<file path="src/rtl/mem_arbiter.sv">
// Shares the single-port data memory between the CPU memory stage and a debug/loader port.
// The CPU has priority; a wait counter bounds how long a pending debug request can be denied.
module mem_arbiter #(
  parameter int ADDR_W   = 32,
  parameter int DATA_W   = 32,
  parameter int MAX_WAIT = 4
) (
  input  logic              clk_i,
  input  logic              rst_i,
  input  logic              cpuRead_i,
  input  logic              cpuWrite_i,
  input  logic [ADDR_W-1:0] cpuAddr_i,
  input  logic [DATA_W-1:0] cpuData_i,
  output logic [DATA_W-1:0] cpuData_o,
  output logic              cpuStall_o,
  input  logic              dbgReq_i,
  input  logic              dbgWe_i,
  input  logic [ADDR_W-1:0] dbgAddr_i,
  input  logic [DATA_W-1:0] dbgData_i,
  output logic              dbgGnt_o,
  output logic [DATA_W-1:0] dbgData_o,
  output logic              dbgValid_o,
  output logic              memRead_o,
  output logic              memWrite_o,
  output logic [ADDR_W-1:0] memAddr_o,
  output logic [DATA_W-1:0] memData_o,
  input  logic [DATA_W-1:0] memData_i,
  output logic [15:0]       stallCount_o
);

  localparam logic [3:0] WAIT_LIMIT = 4'(MAX_WAIT);

  logic       cpu_req;
  logic       dbg_win;
  logic [3:0] wait_cnt;

  always_comb begin
    cpu_req    = cpuRead_i | cpuWrite_i;
    // Reset masks the grant so no memory access or stall leaks out while rst_i is high.
    dbg_win    = !rst_i && dbgReq_i && (!cpu_req || (wait_cnt == WAIT_LIMIT));

    memRead_o  = !rst_i && cpuRead_i;
    memWrite_o = !rst_i && cpuWrite_i;
    memAddr_o  = cpuAddr_i;
    memData_o  = cpuData_i;
    dbgGnt_o   = 1'b0;
    cpuStall_o = 1'b0;

    if (dbg_win) begin
      memRead_o  = !dbgWe_i;
      memWrite_o = dbgWe_i;
      memAddr_o  = dbgAddr_i;
      memData_o  = dbgData_i;
      dbgGnt_o   = 1'b1;
      cpuStall_o = cpu_req;
    end

    cpuData_o = memData_i;
  end

  always_ff @(posedge clk_i or posedge rst_i) begin
    if (rst_i) begin
      wait_cnt <= '0;
    end else if (dbg_win) begin
      wait_cnt <= '0;
    end else if (dbgReq_i && (wait_cnt != WAIT_LIMIT)) begin
      wait_cnt <= wait_cnt + 4'd1;
    end
  end

  always_ff @(posedge clk_i or posedge rst_i) begin
    if (rst_i) begin
      dbgData_o  <= '0;
      dbgValid_o <= 1'b0;
    end else begin
      dbgValid_o <= dbg_win && !dbgWe_i;
      if (dbg_win && !dbgWe_i) begin
        dbgData_o <= memData_i;
      end
    end
  end

  always_ff @(posedge clk_i or posedge rst_i) begin
    if (rst_i) begin
      stallCount_o <= '0;
    end else if (cpuStall_o && (stallCount_o != 16'hFFFF)) begin
      stallCount_o <= stallCount_o + 16'd1;
    end
  end

endmodule

</file>
<file path="config.mk">
export PLATFORM = sky130hd
export DESIGN_NAME = mem_arbiter
export DESIGN_NICKNAME = d
export VERILOG_FILES = /design/src/rtl/mem_arbiter.sv
export SDC_FILE = /design/constraint.sdc
export NUM_CORES = 1
export LEC_CHECK = 0
export CORE_AREA = 2 2 122 124
export CTS_CLUSTER_SIZE = 30
export DETAILED_ROUTE_END_ITERATION = 12
export DIE_AREA = 0 0 124 126
export HOLD_SLACK_MARGIN = 0.03
export PLACE_DENSITY = 0.75
export SYNTH_ARGS = -nofsm -noshare
export SYNTH_HDL_FRONTEND = slang
export SYNTH_SLANG_ARGS = --single-unit
</file>
<file path="constraint.sdc">
create_clock -name clk_i -period 2.4 [get_ports clk_i]
set_clock_uncertainty 0.15 [all_clocks]
set_input_delay 0.24 -clock clk_i [delete_from_list [all_inputs] [get_ports clk_i]]
set_output_delay 0.24 -clock clk_i [all_outputs]
set_load 0.1 [all_outputs]
</file>
==> flow_metrics.tcl, run 1 <==
# collected from the flow reports
set metrics [dict create \
    status "complete, but fails checks" \
    violations "negative setup slack" \
    rrSetupSlack_ns 0.04 \
    die_h_um 126 \
    r2r_cells 11 \
    syn_to_final_growth_pct 135.6 \
    lay_top_cells "clkdlybuf4s50_1 (165), buf_4 (94), mux2_4 (86), buf_12 (72), dfrtp_1 (50)" \
    post-place-ws_ns 0.01745 \
    period_needed_ns 2.566 \
    startpoint "wait_cnt[1]$_DFFE_PP0P_" \
    busiest_layer "met2" \
    ys.flops 53 \
    whs_endpoint "dbgData_o[7]$_DFFE_PP0P_" \
    post_cts_buffers 14 \
    cts_buffer_depth 2 \
    detail_route.wl_per_cell_um 21.19 \
    nets 772 \
    dpl.hpwl_um 12650 \
    critical_path.endpoint "memData_o[4]" \
    area_leaders "dfrtp_1 (39%), mux2_1 (32%), buf_4 (7.7%)" \
    worst-path-stages 9 \
    cts-resized-gates 80 \
    crit_family "buffers and inverters" \
    critPathMaxStageDelay_ns 0.38 \
    htree_levels 2 \
    portBuffers 314 \
    edf_count 0 \
    clk_pin_slew_ns 0.07 \
    critPathArrivalTime_ns 2.18 \
    fp_util 0.2396 \
    cts_inserted_buffers 5 \
    fin_crit_sh 1.069 \
    finalWorstSetupSlack_ns -0.1658 \
    async_reset_ff_frac 1.000 \
    p_seq_w 0.00145 \
    highest_layer "met5" \
    report.final.hold_viol_count 0 \
    end_kind "output port" \
    start_kind "flip-flop" \
    syn-num-nets 460 \
    regToRegEndpoint "dbgData_o[14]$_DFFE_PP0P_" \
    chipWidth_um 124 \
    synth_top_area_share 0.3867 \
    cts_hold_buffers 0 \
    grt_pass1_vias 3888 \
    antenna_left 0 \
    cp_max_fo 8 \
    seqPwrFrac 0.181 \
    netlist_area_um2 3430 \
    grt_setup_unrepaired "yes" \
    power_density_nw_per_um2 992.0 \
    grt_use_met1 0.1910 \
    hold_ws_ns 0.3385 \
    ios 315 \
    synth_cell_types 43 \
    intPower_w 0.003448 \
    power.group.top "combinational cells" \
    setup_violations 62 \
    hp-start "dbgData_o[7]$_DFFE_PP0P_" \
    finalSetupTns_ns -8.660 \
    crit_buf_inv 5 \
    via_per_inst 4.699 \
    drt-initial-drc-count 77 \
    grt_usage 0.1976 \
    worstSetupPathType "flip-flop to output port" \
    syn_inst 291 \
    drc 0 \
    routed-wl-met3_um 1587 \
    hp-class "flip-flop to flip-flop" \
    largest_area_cell "dfrtp_1" \
    maxCapViolCount 0 \
    critPathRequiredTime_ns 2.01 \
    power_w 0.008016 \
    ys_seq_share 0.3867 \
    pwr-share-comb 0.737 \
    use_met3 0.07020 \
    met2_length_um 9088 \
    clockRootBuffer "clkbuf_16" \
    drive_above_1_share 0.5017 \
    avgSynthCellArea_um2 11.79 \
    mostFrequentLayoutCell "clkdlybuf4s50_1" \
    grt_pass1_wl_um 22870 \
    ys_cells 291 \
    rr_startpoint "wait_cnt[1]$_DFFE_PP0P_" \
    placed_cell_area_um2 7098 \
    insertion_delay_ns 0.29 \
    finalMaxSlewViolations 0 \
    hold_depth 1 \
    first_pass_iters 4 \
]
run 1: metrics by stage:
| stage | util | instances |
|---|---|---|
| after floorplan | - | 291 |
| after global placement | 0.4959 | 752 |
| after detailed placement | 0.4959 | 752 |
| after CTS | 0.5462 | 779 |
| after global routing | 0.5643 | 787 |
| final | 0.5645 | 788 |
run 1: final cells by class:
cell class	count	area [um2]
Clock buffer	5	125.1
Inverter	8	41.29
Timing Repair Buffer	352	4230
Fill cell	1152	6233
Tap cell	184	230.2
Antenna cell	2	5.005
Multi-Input combinational cell	183	2113
Sequential cell	53	1330
Clock inverter	1	5.005
run 1: cells in the mapped netlist (2+ instances only):
| cell type | count |
|---|---|
| or3_1 | 2 |
| mux2_1 | 98 |
| nand4_1 | 6 |
| nand2_1 | 8 |
| xnor2_1 | 2 |
| inv_1 | 6 |
| buf_2 | 9 |
| a31oi_1 | 5 |
| a41oi_1 | 4 |
| o311ai_1 | 2 |
| and3_1 | 5 |
| dfrtp_1 | 53 |
| buf_4 | 35 |
| o21ai_1 | 2 |
| nor2_1 | 4 |
| o21ai_0 | 3 |
| xor2_1 | 2 |
| nand3_1 | 10 |
| nor3_1 | 2 |
| ha_1 | 3 |
| mux2_4 | 2 |
| a21oi_1 | 3 |
| nand4_4 | 2 |
| clkbuf_1 | 2 |
| and4_1 | 3 |
run 1: sequential cells by signal, summed over array words and instances (netlist names):
register and flops:
dbgValid_o 1, stallCount_o 16, dbgData_o 32, wait_cnt 4
run 1: cells by family after synthesis:
kind of cell | share of synthesized area
muxes | 0.3335
buffers and inverters | 0.1062
DFF | 0.3867
and+or+nand+nor | 0.1058
AOI/OAI and AO/OA | 0.04670
xor gates and xnor gates | 0.01022
adders and majority gates | 0.01095
**Run 1: PDN straps and rails**

The bar under the picture is 20 um long. Pins as bars on the die edge. Tap cells in gray.
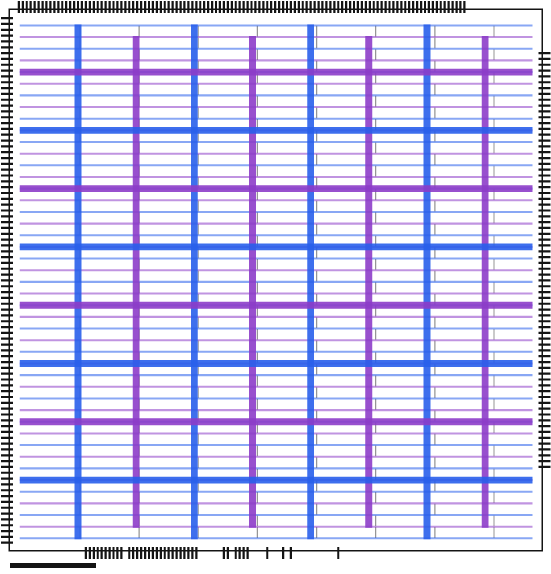
VDD: in purple. VSS: in blue.
8 straps on met5. 45 met1 rails follow the rows. 8 straps on met4. 315 signal pins sit on the boundary.
Peak VDD IR: 0.5509 mV
core area: 14,310 um2

**Run 1: cell classes on the final placement**

The bar under the picture is 20 um long.
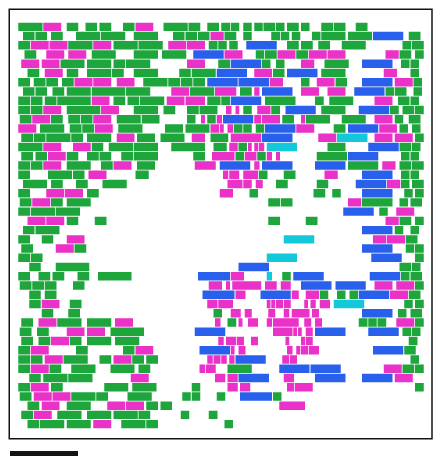
remaining logic cells: in magenta, cells 191, share of their area 27%. clock drivers and dummy loads: in cyan, cells 6, share of their area 1.7%. registers: in blue, cells 53, share of their area 17%. remaining buffers and delay cells: in green, cells 352, share of their area 54%.
flop share of the area: 0.1646
final core occ: 0.5645
Design Area, Final: 8080 um2
row cnt: 44

**Run 1: clock distribution**

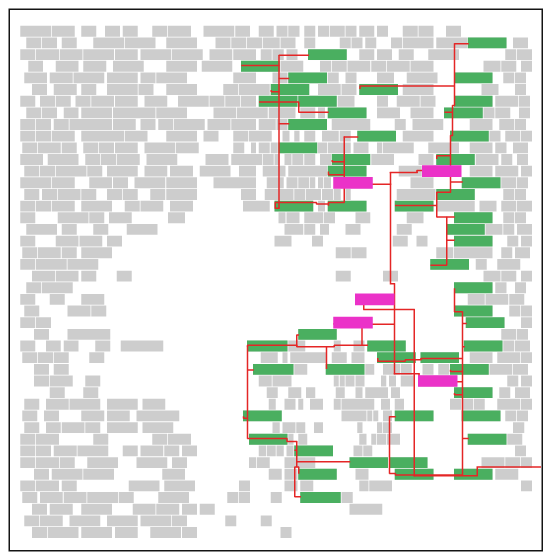
flip-flops: in green, count 53. clock wires: in red, length 628 um. clock-net drivers: in magenta, count 5.
There are 6 routed clock nets.
clock network fraction of total power: 0.082
P_clk: 0.000660 W

**Run 1: congestion heat map**

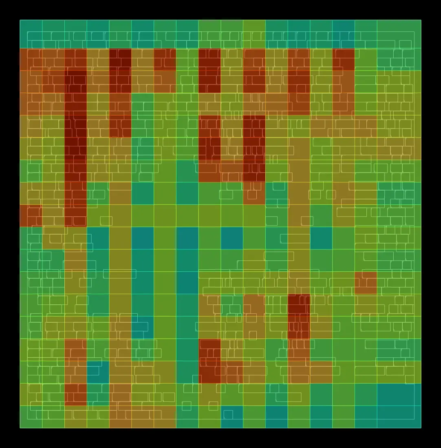

==> run 2, diff against run 1 <==
--- a/config.mk
+++ b/config.mk
@@ -10,6 +10,7 @@
 export DETAILED_ROUTE_END_ITERATION = 12
 export DIE_AREA = 0 0 124 126
 export HOLD_SLACK_MARGIN = 0.03
+export MAX_ROUTING_LAYER = met4
 export PLACE_DENSITY = 0.75
 export SYNTH_ARGS = -nofsm -noshare
 export SYNTH_HDL_FRONTEND = slang
**Run 2: congestion heat map**

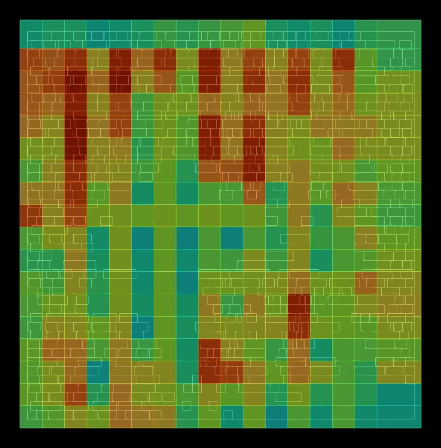
routed len/inst: 21.05 um
M3 GR Usage: 0.05752
gr busiest metal: met2

==> run 2 against run 1 <==
  * The flow still finishes with violations (negative setup slack)
  * Register-to-register slack about the same
  * Combinational power about the same
  * Clock-buffer cell count unchanged
  * Global-route usage up 0.57 points
  * Via count down 0.35%
  * Maximum frequency about the same
  * Worst setup slack worse by 0.00081 ns
  * Area after synthesis unchanged
  * Critical endpoint unchanged
==> flow_metrics.tcl, run 2 <==
# collected from the flow reports
set metrics [dict create \
    grt_use_met1 0.1997 \
    ys_seq_share 0.3867 \
    drt-initial-drc-count 114 \
    netlist_top_cells_count "mux2_1 (98), dfrtp_1 (53), buf_4 (35), nand3_1 (10), buf_2 (9)" \
    cts_inserted_buffers 5 \
    dp_cells 752 \
    mostFrequentLayoutCell "clkdlybuf4s50_1" \
    final_area_um2 8088 \
    avgSynthCellArea_um2 11.79 \
    edf_count 0 \
    async_reset_ff_frac 1.000 \
    grt_pass1_vias 3916 \
    status "complete, but fails checks" \
    largest_registers "dbgData_o: 32 flops, stallCount_o: 16 flops, wait_cnt: 4 flops" \
    highest_layer "met4" \
    area_leaders "dfrtp_1 (39%), mux2_1 (32%), buf_4 (7.7%)" \
    hp-start "dbgData_o[19]$_DFFE_PP0P_" \
    end_kind "output port" \
    grt_setup_unrepaired "yes" \
    post-route-util 0.5650 \
    drc 0 \
    lay_top_cells "clkdlybuf4s50_1 (165), buf_4 (94), mux2_4 (86), buf_12 (72), dfrtp_1 (50)" \
    most_common_cell "mux2_1" \
    critPathMaxStageDelay_ns 0.38 \
    ys.flops 53 \
    largest_area_cell "dfrtp_1" \
    clockRootBuffer "clkbuf_16" \
    regMostFlops "dbgData_o" \
    finalWorstSetupSlack_ns -0.1666 \
    chipWidth_um 124 \
    critPathArrivalTime_ns 2.18 \
    placed_cell_area_um2 7098 \
    syn_inst 291 \
    regToRegEndpoint "dbgData_o[20]$_DFFE_PP0P_" \
    portBuffers 314 \
    routed-wl-met3_um 1412 \
    insertion_delay_ns 0.29 \
    period_needed_ns 2.567 \
    hp-class "flip-flop to flip-flop" \
    ios 315 \
    critPathRequiredTime_ns 2.01 \
    whs_endpoint "dbgData_o[19]$_DFFE_PP0P_" \
    maxCapViolCount 0 \
    grt_pass1_wl_um 22810 \
    report.final.hold_viol_count 0 \
    setup_violations 63 \
    core-area_um2 14310 \
    violations "negative setup slack" \
    hold_depth 1 \
    die_h_um 126 \
    crit_family "buffers and inverters" \
    fin_crit_sh 1.069 \
    rows 44 \
    clk_pin_slew_ns 0.07 \
    nets 772 \
]
## run 2: cell count changes in the layout (fill, tap and decap cells not counted)
cell     previous run  this run
diode_2             2         5
## run 2: kinds of logic after synthesis
kind of cell	after synthesis	synth area share
flops	53	0.3867
buf+inv	55	0.1062
compound gates	23	0.04670
xor+xnor	4	0.01022
fa+ha+maj	3	0.01095
mux	101	0.3335
simple gates	52	0.1058
## run 2: how the worst max path moves through the flow
stage | startpoint | end | cells past startpoint
after floorplan | wait_cnt[0]$_DFFE_PP0P_ | memWrite_o | 7
after global placement | rst_i | stallCount_o[14]$_DFFE_PP0P_ | 6
after detailed placement | rst_i | stallCount_o[14]$_DFFE_PP0P_ | 6
after CTS | wait_cnt[1]$_DFFE_PP0P_ | memAddr_o[17] | 10
after global routing | wait_cnt[1]$_DFFE_PP0P_ | memData_o[11] | 9
final | wait_cnt[1]$_DFFE_PP0P_ | memData_o[4] | 9
## run 2: report_power, final
part	total (W)	switching [W]	internal, W
clock	0.000663	0.000290	0.000373
combinational	0.00591	0.00406	0.00185
sequential	0.00145	0.000223	0.00123
total	0.00802	0.00457	0.00345
## run 2: area by class of cell
class | instances | area (um2)
Timing Repair Buffer | 352 | 4230
Inverter | 8 | 41.29
Fill cell | 1159 | 6226
Multi-Input combinational cell | 183 | 2113
Antenna cell | 5 | 12.51
Tap cell | 184 | 230.2
Clock inverter | 1 | 5.005
Clock buffer | 5 | 125.1
Sequential cell | 53 | 1330
## run 2: per-stage QoR
stage,hold slack [ns],setup TNS [ns],worst slack [ns]
after global placement,0.3184,0,0.06045
after global routing,0.3524,-13.67,-0.2389
final,0.3377,-8.683,-0.1666
after detailed placement,0.3272,0,0.01745
after CTS,0.3417,-11.16,-0.1838
after floorplan,0.1597,-0.02865,-0.02865
**Run 2: cell classes on the final placement**

The bar under the picture is 20 um long.
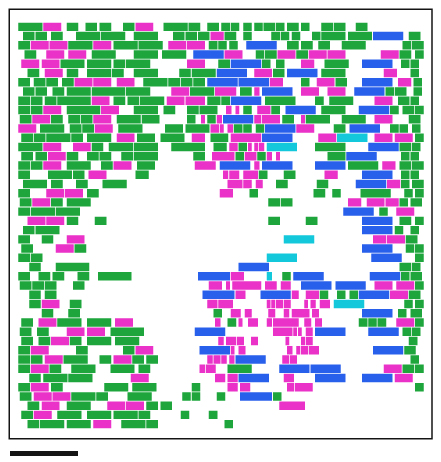

==> run 3, diff against run 2 <==
==> config.mk (replaced) <==
export PLATFORM = sky130hd
export DESIGN_NAME = mem_arbiter
export DESIGN_NICKNAME = d
export VERILOG_FILES = /design/src/rtl/mem_arbiter.sv
export SDC_FILE = /design/constraint.sdc
export NUM_CORES = 1
export LEC_CHECK = 0
export CELL_PAD_IN_SITES_DETAIL_PLACEMENT = 1
export CELL_PAD_IN_SITES_GLOBAL_PLACEMENT = 1
export CORE_ASPECT_RATIO = 2
export CORE_UTILIZATION = 23
export CTS_CLUSTER_SIZE = 30
export DETAILED_ROUTE_END_ITERATION = 12
export GPL_TIMING_DRIVEN = 0
export HOLD_SLACK_MARGIN = 0.03
export MAX_ROUTING_LAYER = met4
export PLACE_DENSITY = 0.95
export SYNTH_ARGS = -nofsm -noshare
export SYNTH_HDL_FRONTEND = slang
export SYNTH_SLANG_ARGS = --single-unit
==> constraint.sdc (replaced) <==
create_clock -name clk_i -period 3.1 [get_ports clk_i]
set_clock_uncertainty 0.15 [all_clocks]
set_input_delay 0.31 -clock clk_i [delete_from_list [all_inputs] [get_ports clk_i]]
set_output_delay 0.31 -clock clk_i [all_outputs]
set_load 0.1 [all_outputs]
**Run 3: cell classes on the final placement**

The bar under the picture is 20 um long.
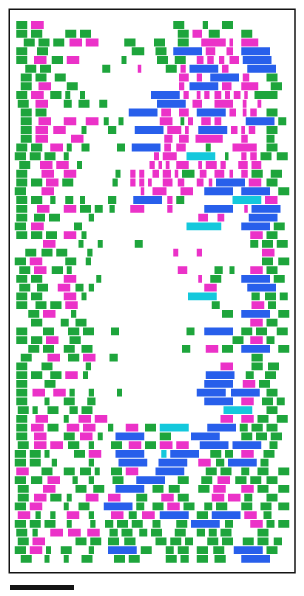
registers: in blue, cells 53, share of their area 21%. remaining buffers and delay cells: in green, cells 362, share of their area 50%. remaining logic cells: in magenta, cells 191, share of their area 27%. clock drivers and dummy loads: in cyan, cells 7, share of their area 2.5%.
Design Area, Final: 6706 um2
flop share of the area: 0.1978
core area: 14,430 um2

==> run 3 against run 2 <==
  * Sequential power decreased by 23%
  * The run now ends clean
  * Combinational power decreased by 32%
  * Via count decreased by 0.35%
  * Worst setup slack improved by 0.29 ns
  * Non-clock buffer count increased by 10
  * Power decreased by 29%
  * Wire length increased by 5.6%
  * Area after synthesis unchanged
==> flow_metrics.tcl, run 3 <==
# collected from the flow reports
set metrics [dict create \
    status "finished clean" \
    crit_family "buffers and inverters" \
    use_met3 0.07983 \
    vdd_drop_max_mv 0.3576 \
    ys_seq_share 0.3867 \
    die_h_um 174.7 \
    grt_pass1_vias 4205 \
    hp-class "primary input to asynchronous set/reset pin" \
    avgSynthCellArea_um2 11.79 \
    intPower_w 0.002244 \
    synth_cell_types 43 \
    syn_inst 291 \
    most_common_cell "mux2_1" \
    ios 315 \
    period_needed_ns 2.981 \
    report.final.hold_viol_count 0 \
    start_kind "flip-flop" \
    worst-path-stages 8 \
    htree_levels 2 \
    chipWidth_um 88.35 \
    synth_top_area_share 0.3867 \
    dp_cells 798 \
    async_reset_ff_frac 1.000 \
    pwr-share-comb 0.697 \
    worstSetupPathType "flip-flop to output port" \
    nets 782 \
    insertion_delay_ns 0.30 \
    switchingPower_w 0.003482 \
    via_per_inst 4.568 \
    cts_buffer_depth 2 \
    netlist_top_cells_count "mux2_1 (98), dfrtp_1 (53), buf_4 (35), nand3_1 (10), buf_2 (9)" \
    antennaDiodeCount 0 \
    drive_above_1_share 0.2202 \
    syn_to_final_growth_pct 95.55 \
    p_seq_w 0.00111 \
    cp_max_fo 10 \
    grt_pass1_wl_um 25050 \
    swShare 0.6080 \
    post_cts_buffers 0 \
    edf_count 0 \
    finalMaxSlewViolations 0 \
    detail_route.wl_per_cell_um 21.85 \
    busiest_layer "met2" \
    mostFrequentLayoutCell "clkdlybuf4s50_1" \
    antenna_left 0 \
    portBuffers 314 \
]
## run 3: cells by family (layout without fill, tap and decap cells)
group / count (synthesis) / in the layout / synth area share
buf+inv: 55 / 377 / 0.1062
fa+ha+maj: 3 / 3 / 0.01095
flops: 53 / 53 / 0.3867
mux: 101 / 101 / 0.3335
xor+xnor: 4 / 4 / 0.01022
simple gates: 52 / 52 / 0.1058
compound gates: 23 / 23 / 0.04670
## run 3: per-stage QoR
stage | hold WS (ns) | total power [W] | setup slack [ns] | utilization
floorplan | 0.2947 | 0.004049 | 0.05584 | -
global placement | 0.3169 | 0.005111 | -1.258 | 0.4722
detailed placement | 0.3237 | 0.005204 | -0.5905 | 0.4736
CTS | 0.2767 | 0.005759 | -0.1332 | 0.4629
global route | 0.3225 | 0.005910 | -0.003594 | 0.4648
finish | 0.2727 | 0.005726 | 0.1194 | 0.4648
## run 3: final cells by class
type                            instances  area [um2]
Multi-Input combinational cell        183        1739
Sequential cell                        53        1326
Fill cell                            1631        7722
Tap cell                              192       240.2
Timing Repair Buffer                  315        2861
Clock buffer                            5       125.1
Buffer                                 47       341.6
Clock inverter                          2       35.03
Inverter                                8       37.54
## run 3: timing repair
item | 4_1_cts | 5_1_grt
setup endpoints to repair | 68 | 66
hold buffers | 0 | 0
gates resized | 333 | 23
cloned | 0 | 0
## run 3: worst paths after layout
check / slack [ns] / endpoint
max: 0.12 / memAddr_o[18]
min: 0.27 / stallCount_o[13]$_DFFE_PP0P_
max reg2reg: 0.78 / dbgData_o[14]$_DFFE_PP0P_
min reg2reg: 0.33 / dbgData_o[23]$_DFFE_PP0P_
max in group asynchronous: 1.98 / dbgData_o[14]$_DFFE_PP0P_
min in group clk_i: 0.33 / dbgData_o[23]$_DFFE_PP0P_
Power is estimated from default activity; no workload was simulated.
